`src/rtl/id_ex_stage.sv`:
```
// ID/EX pipeline register with load-use hazard detection, bubble insertion,
// branch flush and memory-stall hold. Optional perf counters: HAZARD_PERF_CNT_EN.
module id_ex_stage #(
    parameter int unsigned XLEN    = 32,
    parameter int unsigned ALUOP_W = 4
) (
    input  logic               clk,
    input  logic               rst_n,
    input  logic               id_valid,
    input  logic [4:0]         id_rs1,
    input  logic [4:0]         id_rs2,
    input  logic [4:0]         id_rd,
    input  logic               id_uses_rs1,
    input  logic               id_uses_rs2,
    input  logic               id_regwrite,
    input  logic               id_memread,
    input  logic               id_memwrite,
    input  logic               id_memtoreg,
    input  logic               id_alusrc,
    input  logic               id_branch,
    input  logic [ALUOP_W-1:0] id_aluop,
    input  logic [XLEN-1:0]    id_rs1_data,
    input  logic [XLEN-1:0]    id_rs2_data,
    input  logic [XLEN-1:0]    id_imm,
    input  logic [XLEN-1:0]    id_pc,
    input  logic               ex_flush,
    input  logic               mem_stall,
    output logic               ex_valid,
    output logic [4:0]         ex_rs1,
    output logic [4:0]         ex_rs2,
    output logic [4:0]         ex_rd,
    output logic               ex_regwrite,
    output logic               ex_memread,
    output logic               ex_memwrite,
    output logic               ex_memtoreg,
    output logic               ex_alusrc,
    output logic               ex_branch,
    output logic [ALUOP_W-1:0] ex_aluop,
    output logic [XLEN-1:0]    ex_rs1_data,
    output logic [XLEN-1:0]    ex_rs2_data,
    output logic [XLEN-1:0]    ex_imm,
    output logic [XLEN-1:0]    ex_pc,
    output logic               load_use_stall,
    output logic               pc_write,
    output logic               ifid_write
`ifdef HAZARD_PERF_CNT_EN
    ,
    output logic [31:0]        perf_bubbles,
    output logic [31:0]        perf_freeze
`endif
);

    localparam int unsigned REG_W = 5;

    typedef struct packed {
        logic               valid;
        logic [REG_W-1:0]   rs1;
        logic [REG_W-1:0]   rs2;
        logic [REG_W-1:0]   rd;
        logic               regwrite;
        logic               memread;
        logic               memwrite;
        logic               memtoreg;
        logic               alusrc;
        logic               branch;
        logic [ALUOP_W-1:0] aluop;
        logic [XLEN-1:0]    rs1_data;
        logic [XLEN-1:0]    rs2_data;
        logic [XLEN-1:0]    imm;
        logic [XLEN-1:0]    pc;
    } ex_regs_t;

    ex_regs_t q;
    ex_regs_t d;
    logic     insert_bubble;

    // Load in EX whose destination is read by the instruction in ID
    always_comb begin
        load_use_stall = id_valid & q.valid & q.memread & (q.rd != REG_W'(0)) &
                         ((id_uses_rs1 & (q.rd == id_rs1)) |
                          (id_uses_rs2 & (q.rd == id_rs2)));
    end

    // A flush outranks the load-use stall: the stalled instruction is being killed anyway
    always_comb begin
        pc_write      = ~mem_stall & (ex_flush | ~load_use_stall);
        ifid_write    = pc_write;
        insert_bubble = ~mem_stall & (ex_flush | load_use_stall);
    end

    always_comb begin
        d = q;
        if (mem_stall) begin
            d = q;
        end else if (insert_bubble) begin
            d = '0;
        end else begin
            d.valid    = id_valid;
            d.rs1      = id_rs1;
            d.rs2      = id_rs2;
            d.rd       = id_rd;
            d.regwrite = id_valid & id_regwrite;
            d.memread  = id_valid & id_memread;
            d.memwrite = id_valid & id_memwrite;
            d.memtoreg = id_valid & id_memtoreg;
            d.alusrc   = id_valid & id_alusrc;
            d.branch   = id_valid & id_branch;
            d.aluop    = id_valid ? id_aluop : ALUOP_W'(0);
            d.rs1_data = id_rs1_data;
            d.rs2_data = id_rs2_data;
            d.imm      = id_imm;
            d.pc       = id_pc;
        end
    end

    always_ff @(posedge clk or negedge rst_n) begin
        if (!rst_n) begin
            q <= '0;
        end else begin
            q <= d;
        end
    end

    always_comb begin
        ex_valid    = q.valid;
        ex_rs1      = q.rs1;
        ex_rs2      = q.rs2;
        ex_rd       = q.rd;
        ex_regwrite = q.regwrite;
        ex_memread  = q.memread;
        ex_memwrite = q.memwrite;
        ex_memtoreg = q.memtoreg;
        ex_alusrc   = q.alusrc;
        ex_branch   = q.branch;
        ex_aluop    = q.aluop;
        ex_rs1_data = q.rs1_data;
        ex_rs2_data = q.rs2_data;
        ex_imm      = q.imm;
        ex_pc       = q.pc;
    end

`ifdef HAZARD_PERF_CNT_EN
    // Saturating event counters for bubbles and memory freezes
    always_ff @(posedge clk or negedge rst_n) begin
        if (!rst_n) begin
            perf_bubbles <= '0;
            perf_freeze  <= '0;
        end else begin
            if (insert_bubble && (perf_bubbles != '1)) begin
                perf_bubbles <= perf_bubbles + 32'd1;
            end
            if (mem_stall && (perf_freeze != '1)) begin
                perf_freeze <= perf_freeze + 32'd1;
            end
        end
    end
`endif

endmodule

```
`config.mk`:
```
export PLATFORM = sky130hd
export DESIGN_NAME = id_ex_stage
export DESIGN_NICKNAME = d
export VERILOG_FILES = /design/src/rtl/id_ex_stage.sv
export SDC_FILE = /design/constraint.sdc
export NUM_CORES = 1
export LEC_CHECK = 0
export CAP_MARGIN = 20
export CORE_UTILIZATION = 46
export DETAILED_ROUTE_END_ITERATION = 8
export PLACE_DENSITY_LB_ADDON = 0.2
export REMOVE_ABC_BUFFERS = 1
export SYNTH_ARGS = -nofsm -noshare
export SYNTH_HDL_FRONTEND = slang
export SYNTH_SLANG_ARGS = --single-unit
```
`constraint.sdc`:
```
create_clock -name clk -period 5.45 [get_ports clk]
set_input_delay 1.09 -clock clk [delete_from_list [all_inputs] [get_ports clk]]
set_output_delay 1.09 -clock clk [all_outputs]
set_load 0.02 [all_outputs]
```
### Signal wires by layer

The bar under the picture is 50 µm long.
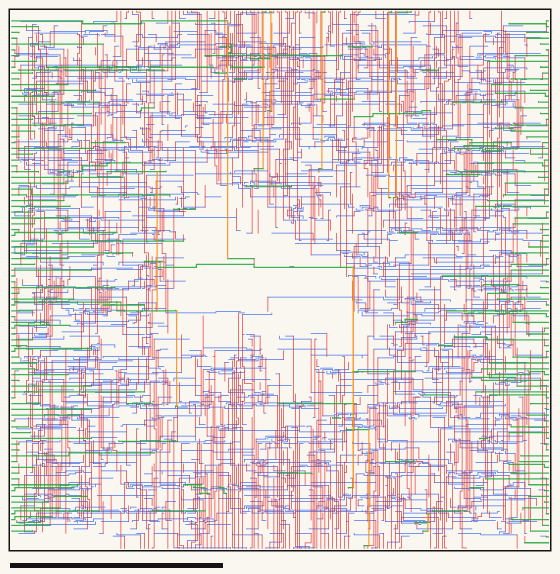
layer	colour	wire length
metal 1	blue	9,230 µm
metal 2	red	10,700 µm
metal 4	orange	377 µm
metal 3	green	2,140 µm

==> flow_summary.toml <==
# yosys + openroad results
[job]
cap_violations = 0
warning_count = 29

[synth]
yosys.stat.seqShare_pct = 53.92
top_cell_area_share_pct = 53.92
area_leaders = "dfrtp_1, a32oi_1, o21ai_0"
ys_cells = 724
yosysUniqueCellTypes = 21
synthCells = 724

[cells_and_area]
nNetsFinal = 1144
diodes = 0
ff_latch_area_um2 = 3854
final_common_cell = "clkdlybuf4s50_1"
final_cells = 1182

[outcome]
status = "finished, final reports clean"

[setup_path]
end_kind = "primary output"
worst_ep_arrival_time_ns = 3.31
endpoint = "load_use_stall"
rr_worst_depth = 6
path_delay_family = "buffers and inverters"
start_kind = "input pin"
crit_chain = "clkdlybuf4s50_1 -> xnor2_1 -> nand4_1 -> o22ai_4 -> nor2b_1 -> clkdlybuf4s50_1"
path_max_fanout = 21
ff2ff_setup_slack_ns = 1.90

[final_timing]
worst_slew_pin_slew_ns = 1.057
finalHoldWorstSlack_ns = 0.4833
layout_min_cycle_time_ns = 4.398
finClkSkew_ns = 0.006203
finalMaxSlewViolations = 0
rsz0062_at_grt = "no"
final.setup.worst_slack_ns = 1.052

[clock_network]
h-tree-depth = 4
cts_buffer_depth = 2

[floorplan]
pin_count = 317
row_count = 45
fp.dieH_um = 126.6

[place]
postPlaceCellArea_um2 = 10220
place_congestion = 0.9028
port_buffers = 316
dp_hpwl_mm = 14.21

[grt]
grt_pass1_wl_mm = 35.65
grt_start_max_net_pins = 193
gr-total-overflow = 0

[pwr]
p_comb_share_pct = 25.8
power-per-cell-area_nw_per_um2 = 319.4
leakage_nw = 4.101
seqPwrFrac_pct = 39.6
power_switching_mw = 0.9948
switching_share_pct = 28.80

[route]
wl_mm = 22.41

[worst_hold_path]
hold_path.class = "reg -> reg"
### Local utilization

13 x 13 tiles, from dark blue (low) to red (high), 0 to 100% covered.
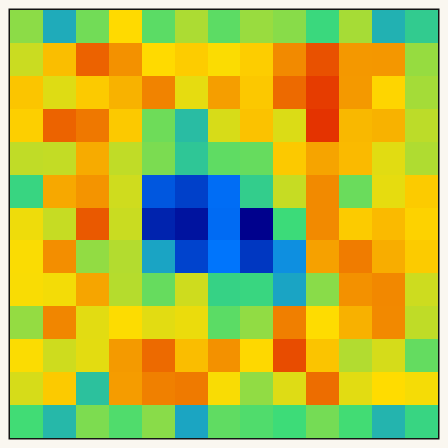
mean over tiles	66%
emptiest ninth of the die	centre
fullest tile	94%
nearly empty tiles	0.60%
Placeable Area: 15,200 µm²
Core Util, Final: 71.14%
fp util: 47.01%

[power by group through the flow]
| stage | registers [mW] | logic (mW) | clock network [mW] |
|---|---|---|---|
| after global placement | 1.38 | 0.886 | 0 |
| after detailed placement | 1.38 | 0.893 | 0 |
| after CTS | 1.37 | 0.896 | 1.21 |
| after floorplan | 1.55 | 0.208 | 0 |
| final | 1.37 | 0.893 | 1.20 |
| after global routing | 1.38 | 0.957 | 1.27 |
[how the worst min path moves through the flow]
stage,start,endpoint,slack (ns),cells after the start
after global placement,ex_pc[29]$_DFFE_PN0N_,ex_pc[29]$_DFFE_PN0N_,0.47,2
after floorplan,ex_aluop[0]$_DFFE_PN0N_,ex_aluop[0]$_DFFE_PN0N_,0.58,2
final,ex_pc[11]$_DFFE_PN0N_,ex_pc[11]$_DFFE_PN0N_,0.48,2
after detailed placement,ex_imm[26]$_DFFE_PN0N_,ex_imm[26]$_DFFE_PN0N_,0.48,2
after global routing,ex_pc[11]$_DFFE_PN0N_,ex_pc[11]$_DFFE_PN0N_,0.51,2
after CTS,ex_rs2_data[29]$_DFFE_PN0N_,ex_rs2_data[29]$_DFFE_PN0N_,0.49,2
[stage by stage]
| stage | util (%) | setup TNS, ns | power, mW |
|---|---|---|---|
| after CTS | 71.14 | 0 | 3.475 |
| after global placement | 67.26 | 0 | 2.266 |
| after global routing | 71.14 | 0 | 3.604 |
| after floorplan | - | -815.01 | 1.762 |
| final | 71.14 | 0 | 3.454 |
| after detailed placement | 67.26 | 0 | 2.277 |
[metal layers]
layer | wire length, µm | GRT usage (%)
met5 | 0 | 0
met2 | 10660 | 43.97
met1 | 9230 | 37.34
met4 | 377 | 9.284
met3 | 2137 | 8.562
[area by class of cell]
| cell class | count | share of cell area, % |
|---|---|---|
| tap | 188 | 2.175 |
| sequential | 154 | 35.64 |
| multi-input combinational | 485 | 26.69 |
| clock inverter | 9 | 1.134 |
| clock buffer | 20 | 4.316 |
| timing repair buffer | 326 | 30.05 |
[cell families (layout without fill, tap and decap cells)]
| kind of cell | Yosys count | after routing | synth area share (%) |
|---|---|---|---|
| AND-OR/OR-AND | 311 | 311 | 29.92 |
| XOR/XNOR | 10 | 10 | 1.225 |
| buffers and inverters | 85 | 355 | 6.092 |
| flip-flops | 154 | 154 | 53.92 |
| AND/OR/NAND/NOR | 164 | 164 | 8.841 |
[cell usage after synthesis]
cell type / instances
a21oi_1: 1
a22oi_1: 1
a32oi_1: 153
and2_1: 1
and3_1: 1
buf_1: 2
buf_2: 3
buf_4: 4
buf_6: 13
clkbuf_1: 63
dfrtp_1: 154
nand2_1: 156
nand4_1: 2
nor2_1: 2
nor2b_1: 1
o21ai_0: 148
o21ai_1: 6
o21ai_2: 1
o22ai_1: 1
or4_1: 1
xnor2_1: 10
[sequential cells by signal (all words and copies together), names as in the netlist, 4 cells and up]
| signal | count |
|---|---|
| ex_aluop | 4 |
| ex_imm | 32 |
| ex_pc | 32 |
| ex_rd | 5 |
| ex_rs1 | 5 |
| ex_rs1_data | 32 |
| ex_rs2 | 5 |
| ex_rs2_data | 32 |
[tightest hold or removal path, stage by stage, from the launching register on]
cell     delay (ns)
dfrtp_1        0.34
a32oi_1        0.05
o21ai_0        0.06
Power figures rest on the tool's default switching activity, not on a simulated workload.
